File: config.mk
export PLATFORM = sky130hd
export DESIGN_NAME = multi_edge_counter
export DESIGN_NICKNAME = d
export VERILOG_FILES = /design/src/rtl/multi_edge_counter_pkg.sv /design/src/rtl/multi_edge_counter_edge_channel.sv /design/src/rtl/multi_edge_counter.sv
export SDC_FILE = /design/constraint.sdc
export NUM_CORES = 1
export LEC_CHECK = 0
export CORE_AREA = 3 3 57 59
export DETAILED_ROUTE_END_ITERATION = 10
export DIE_AREA = 0 0 60 62
export GPL_ROUTABILITY_DRIVEN = 1
export PLACE_DENSITY = 0.89
export SYNTH_ARGS = -nofsm -noshare
export SYNTH_HDL_FRONTEND = slang
export SYNTH_SLANG_ARGS = --single-unit
File: constraint.sdc
create_clock -name clock -period 3.6 [get_ports clock]
set_input_delay 0.54 -clock clock [delete_from_list [all_inputs] [get_ports clock]]
set_output_delay 0.54 -clock clock [all_outputs]
set_load 0.02 [all_outputs]
File: src/rtl/multi_edge_counter_pkg.sv
// Shared operation and edge-mode codes for the multi-channel edge counter.
package multi_edge_counter_pkg;

  localparam logic [2:0] INSTR_HOLD    = 3'b000;
  localparam logic [2:0] INSTR_RUN     = 3'b001;
  localparam logic [2:0] INSTR_SETMODE = 3'b011;
  localparam logic [2:0] INSTR_LOAD    = 3'b100;

  typedef enum logic [1:0] {
    MODE_NONE = 2'b00,
    MODE_RISE = 2'b01,
    MODE_FALL = 2'b10,
    MODE_BOTH = 2'b11
  } mode_e;

endpackage

File: src/rtl/multi_edge_counter_edge_channel.sv
// One monitored channel: previous-sample register, edge selection,
// counter with saturate/wrap behaviour and sticky overflow flag.
module edge_channel
  import multi_edge_counter_pkg::*;
#(
  parameter int nBits    = 4,
  parameter int SATURATE = 1
) (
  input  logic             clock,
  input  logic             reset,
  input  logic             sig,
  input  logic             run,
  input  logic             clear,
  input  mode_e            mode,
  output logic [nBits-1:0] count,
  output logic             overflow,
  output logic             hit
);

  logic prev;
  logic rise;
  logic fall;
  logic sel;

  assign rise = ~prev & sig;
  assign fall = prev & ~sig;

  always_comb begin
    sel = 1'b0;
    case (mode)
      MODE_RISE: sel = rise;
      MODE_FALL: sel = fall;
      MODE_BOTH: sel = rise | fall;
      default:   sel = 1'b0;
    endcase
  end

  assign hit = run & sel;

  // prev follows sig under every instruction so HOLD never builds a backlog.
  always_ff @(posedge clock or negedge reset) begin
    if (!reset) begin
      prev     <= 1'b0;
      count    <= '0;
      overflow <= 1'b0;
    end else begin
      prev <= sig;
      if (clear) begin
        count    <= '0;
        overflow <= 1'b0;
      end else if (hit) begin
        if (&count) begin
          overflow <= 1'b1;
          count    <= (SATURATE != 0) ? count : '0;
        end else begin
          count <= count + 1'b1;
        end
      end
    end
  end

endmodule

File: src/rtl/multi_edge_counter.sv
// Multi-channel edge counter: instruction decode, latched edge mode and the
// anyEdge pulse live here; per-channel counting lives in edge_channel.
module multi_edge_counter
  import multi_edge_counter_pkg::*;
#(
  parameter int nBits     = 4,
  parameter int nChannels = 4,
  parameter int SATURATE  = 1
) (
  input  logic                         clock,
  input  logic                         reset,
  input  logic [2:0]                   instruction,
  input  logic [1:0]                   modeIn,
  input  logic [nChannels-1:0]         sig,
  output logic [nChannels*nBits-1:0]   result,
  output logic [nChannels-1:0]         overflow,
  output logic                         anyEdge
);

  mode_e                mode;
  logic                 is_run;
  logic                 is_load;
  logic                 is_setmode;
  logic [nChannels-1:0] hits;

  assign is_run     = (instruction == INSTR_RUN);
  assign is_load    = (instruction == INSTR_LOAD);
  assign is_setmode = (instruction == INSTR_SETMODE);

  // A new mode only affects counting from the cycle after SETMODE.
  always_ff @(posedge clock or negedge reset) begin
    if (!reset) begin
      mode <= MODE_RISE;
    end else if (is_setmode) begin
      mode <= mode_e'(modeIn);
    end
  end

  always_ff @(posedge clock or negedge reset) begin
    if (!reset) begin
      anyEdge <= 1'b0;
    end else begin
      anyEdge <= |hits;
    end
  end

  for (genvar k = 0; k < nChannels; k++) begin : g_ch
    edge_channel #(
      .nBits   (nBits),
      .SATURATE(SATURATE)
    ) u_ch (
      .clock   (clock),
      .reset   (reset),
      .sig     (sig[k]),
      .run     (is_run),
      .clear   (is_load),
      .mode    (mode),
      .count   (result[k*nBits +: nBits]),
      .overflow(overflow[k]),
      .hit     (hits[k])
    );
  end

endmodule

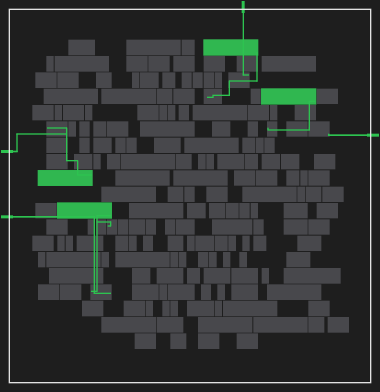
(images/port_trees.png)
(6 px per µm)
Green stands for overflow, bits 4, direction output, edge 2 left, 1 right, 1 top, end cells 4, buffers 4, wire 122 µm.

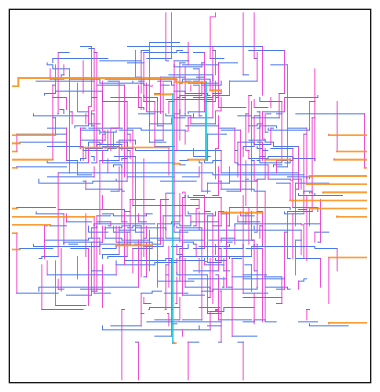
(images/layers.png)
(6 px per µm)
Magenta stands for M2, wire length 1530 µm. Orange stands for M3, wire length 196 µm. Blue stands for M1, wire length 1430 µm. Cyan stands for M4, wire length 54.4 µm.

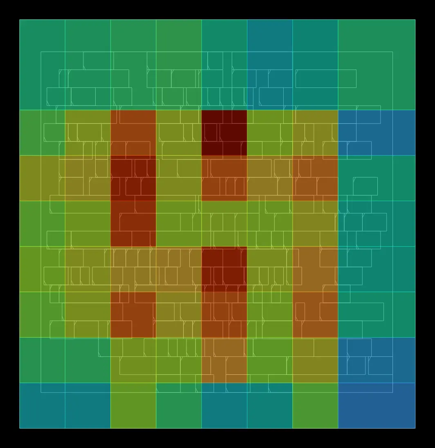
(images/congestion_map.png)
busiest grt layer: met2
WL per Instance: 15.26 µm
final core utilization: 67.11%
grt met1 use: 24.48%
met3 capacity usage during global routing: 4.339%

==> results.json <==
{
  "outcome": "finished, final reports clean",
  "fp_util_pct": 54.58,
  "top_cell": "dfrtp_1",
  "ioPinCount": 32,
  "critPathKind": "input pin to flop",
  "synth_stat.cells": 149,
  "antenna_found_initial": 0,
  "grt_usage_pct": 19.69,
  "crit_arrival_ns": 2.57,
  "post-place-ws_ns": 0.9015,
  "seq_power_share_pct": 54.9,
  "p_int_uw": 458.0,
  "top_cells_by_count": "26 x dfrtp_1, 14 x nor2_1, 12 x ha_1, 11 x inv_1, 11 x nand2_1",
  "htreeDepth": 1,
  "yosys.area.top_type": "dfrtp_1",
  "instances_no_fill": 210,
  "synthArstFlopShare_pct": 100.0,
  "pwr.group.combinational_uw": 167,
  "skew_ns": 0.001604,
  "post_cts_resized": 0,
  "grt_overflow": 0,
  "path_depth": 6,
  "power_leakage_nw": 0.8955,
  "fillCellCount": 248,
  "ys_chip_area_mm2": 0.001505,
  "grt_max_degree": 28,
  "largestPowerGroup": "sequential cells",
  "clock_power_share_pct": 20.2,
  "fin_crit_ns": 2.327,
  "edf_count": 0,
  "insertion_delay_ns": 0.33,
  "min_period_over_period_pct": 64.63,
  "clk_pin_slew_ns": 0.14,
  "ys.warnings.count": 0,
  "clockBufferDepth": 2,
  "clk-power_uw": 136,
  "worst_pin_slew_ns": 0.5180,
  "yosys.stat.seqShare_pct": 44.97,
  "max_freq_mhz": 429.8,
  "power.density_mw_per_mm2": 362.3,
  "ys.flop_type": "dfrtp_1",
  "power_frac_comb_pct": 24.9,
  "swShare_pct": 31.68,
  "synthAoiAreaFrac_pct": 11.89,
  "ys_sh_mux_pct": 5.486,
  "finalWirelength_um": 3205,
  "start_kind": "input pin",
  "setup_viol": 0,
  "setup_ws_ns": 1.273,
  "num_rows": 19,
  "cp_cell_sequence": "clkdlybuf4s50_1, or3b_4, nor3b_4, a21oi_1, or4_1, and3_1",
  "worst-path-buf-inv": 1,
  "synthToLayoutAreaGrowth_pct": 22.94,
  "rsz0062_at_grt": "false",
  "fin_area_mm2": 0.001851,
  "die_w_um": 60,
  "ys_top_logic_family": "simple AND/OR/NAND/NOR gates",
  "irDropWorstVdd_v": 0.0003363,
  "cts_sinks": 27,
  "finalHoldViolCount": 0,
  "warnings": 30,
  "detailed_place_hpwl_um": 2391,
  "drc": 0,
  "r2r_slack_ns": 1.68,
  "fp.dieH_um": 62,
  "ys_ff": 27,
  "layout-drive-gt1-share_pct": 6.704,
  "synth_cell_type_count": 38,
  "maxCapViolCount": 0,
  "pg_seq_uw": 368,
  "power_uw": 670.4,
  "hold_class": "flop to flop",
  "dr.pass1.iters": 4,
  "top_cell_area_share_pct": 43.23,
  "synth_area_mm2": 0.001505,
  "num_antenna_cells": 0,
  "switchingPower_uw": 212.4,
  "slew_violations": 0,
  "numCtsBuffers": 3,
  "ff2ff_path_depth": 5,
  "cts_root_buffer": "clkbuf_4",
  "maxSlewHeadroom_pct": 65.47,
  "avgSynthCellArea_um2": 10.10,
  "hold_buffers": 0,
  "ys_sh_adder_pct": 9.975,
  "tritoncts": "yes",
  "tns_ns": 0,
  "nNetsFinal": 203,
  "grt_pass1_vias": 1219,
  "holdPathStages": 2,
  "ant_nets": 0,
  "required_ns": 3.84,
  "cts_setup_buffers": 0,
  "max_stage_delay_ns": 0.52,
  "dieArea_mm2": 0.003720,
  "core_mm2": 0.002758,
  "grt_pass1_wl_um": 5395,
  "placedCellCount": 206,
  "whs_ns": 0.5179,
  "vias": 1218,
  "gp_congestion": 0.9244
}
==> cell type report <==
| cell class | instances | area, µm² | share of cell area, % |
|---|---|---|---|
| multi-input combinational | 105 | 749.5 | 40.50 |
| clock buffer | 4 | 26.28 | 1.420 |
| timing repair buffer | 32 | 317.8 | 17.17 |
| tap | 31 | 38.79 | 2.096 |
| inverter | 11 | 41.29 | 2.231 |
| sequential | 27 | 676.9 | 36.58 |
==> cells in the final DEF (no fill, tap or decap), types with 2 or more instances in the layout <==
cell type,count
o21ai_0,2
nand3_1,5
and4b_1,3
and3_1,7
clkdlybuf4s50_1,31
inv_1,11
o2bb2ai_1,2
nor3_1,6
nor2_1,14
a21o_1,2
nand2b_1,2
mux2_2,2
ha_1,12
dfrtp_1,26
a41oi_1,3
nand2_1,11
clkbuf_4,3
mux2i_1,6
a21oi_1,10
==> registers in the layout, indices dropped and copies added (netlist names) <==
name	count
anyEdge	1
g_ch.u_ch.count	16
g_ch.u_ch.overflow	4
g_ch.u_ch.prev	4
mode	2
==> final timing paths <==
check | start | endpoint
max in group asynchronous | reset | mode[0]$_DFFE_PN1N_
worst min-delay path | g_ch[1].u_ch.overflow$_DFFE_PN0P_ | g_ch[1].u_ch.overflow$_DFFE_PN0P_
worst max register to register | g_ch[2].u_ch.prev$_DFF_PN0_ | g_ch[2].u_ch.count[3]$_DFFE_PN0P_
min in group asynchronous | reset | anyEdge$_DFF_PN0_
worst min register to register | g_ch[1].u_ch.overflow$_DFFE_PN0P_ | g_ch[1].u_ch.overflow$_DFFE_PN0P_
worst max-delay path | instruction[0] | g_ch[2].u_ch.count[3]$_DFFE_PN0P_
==> per-layer routing <==
metal | wire length, µm | global-route usage, %
met1 | 1427 | 24.48
met2 | 1528 | 33.02
met3 | 196 | 4.339
met4 | 54 | 8.544
met5 | 0 | 0
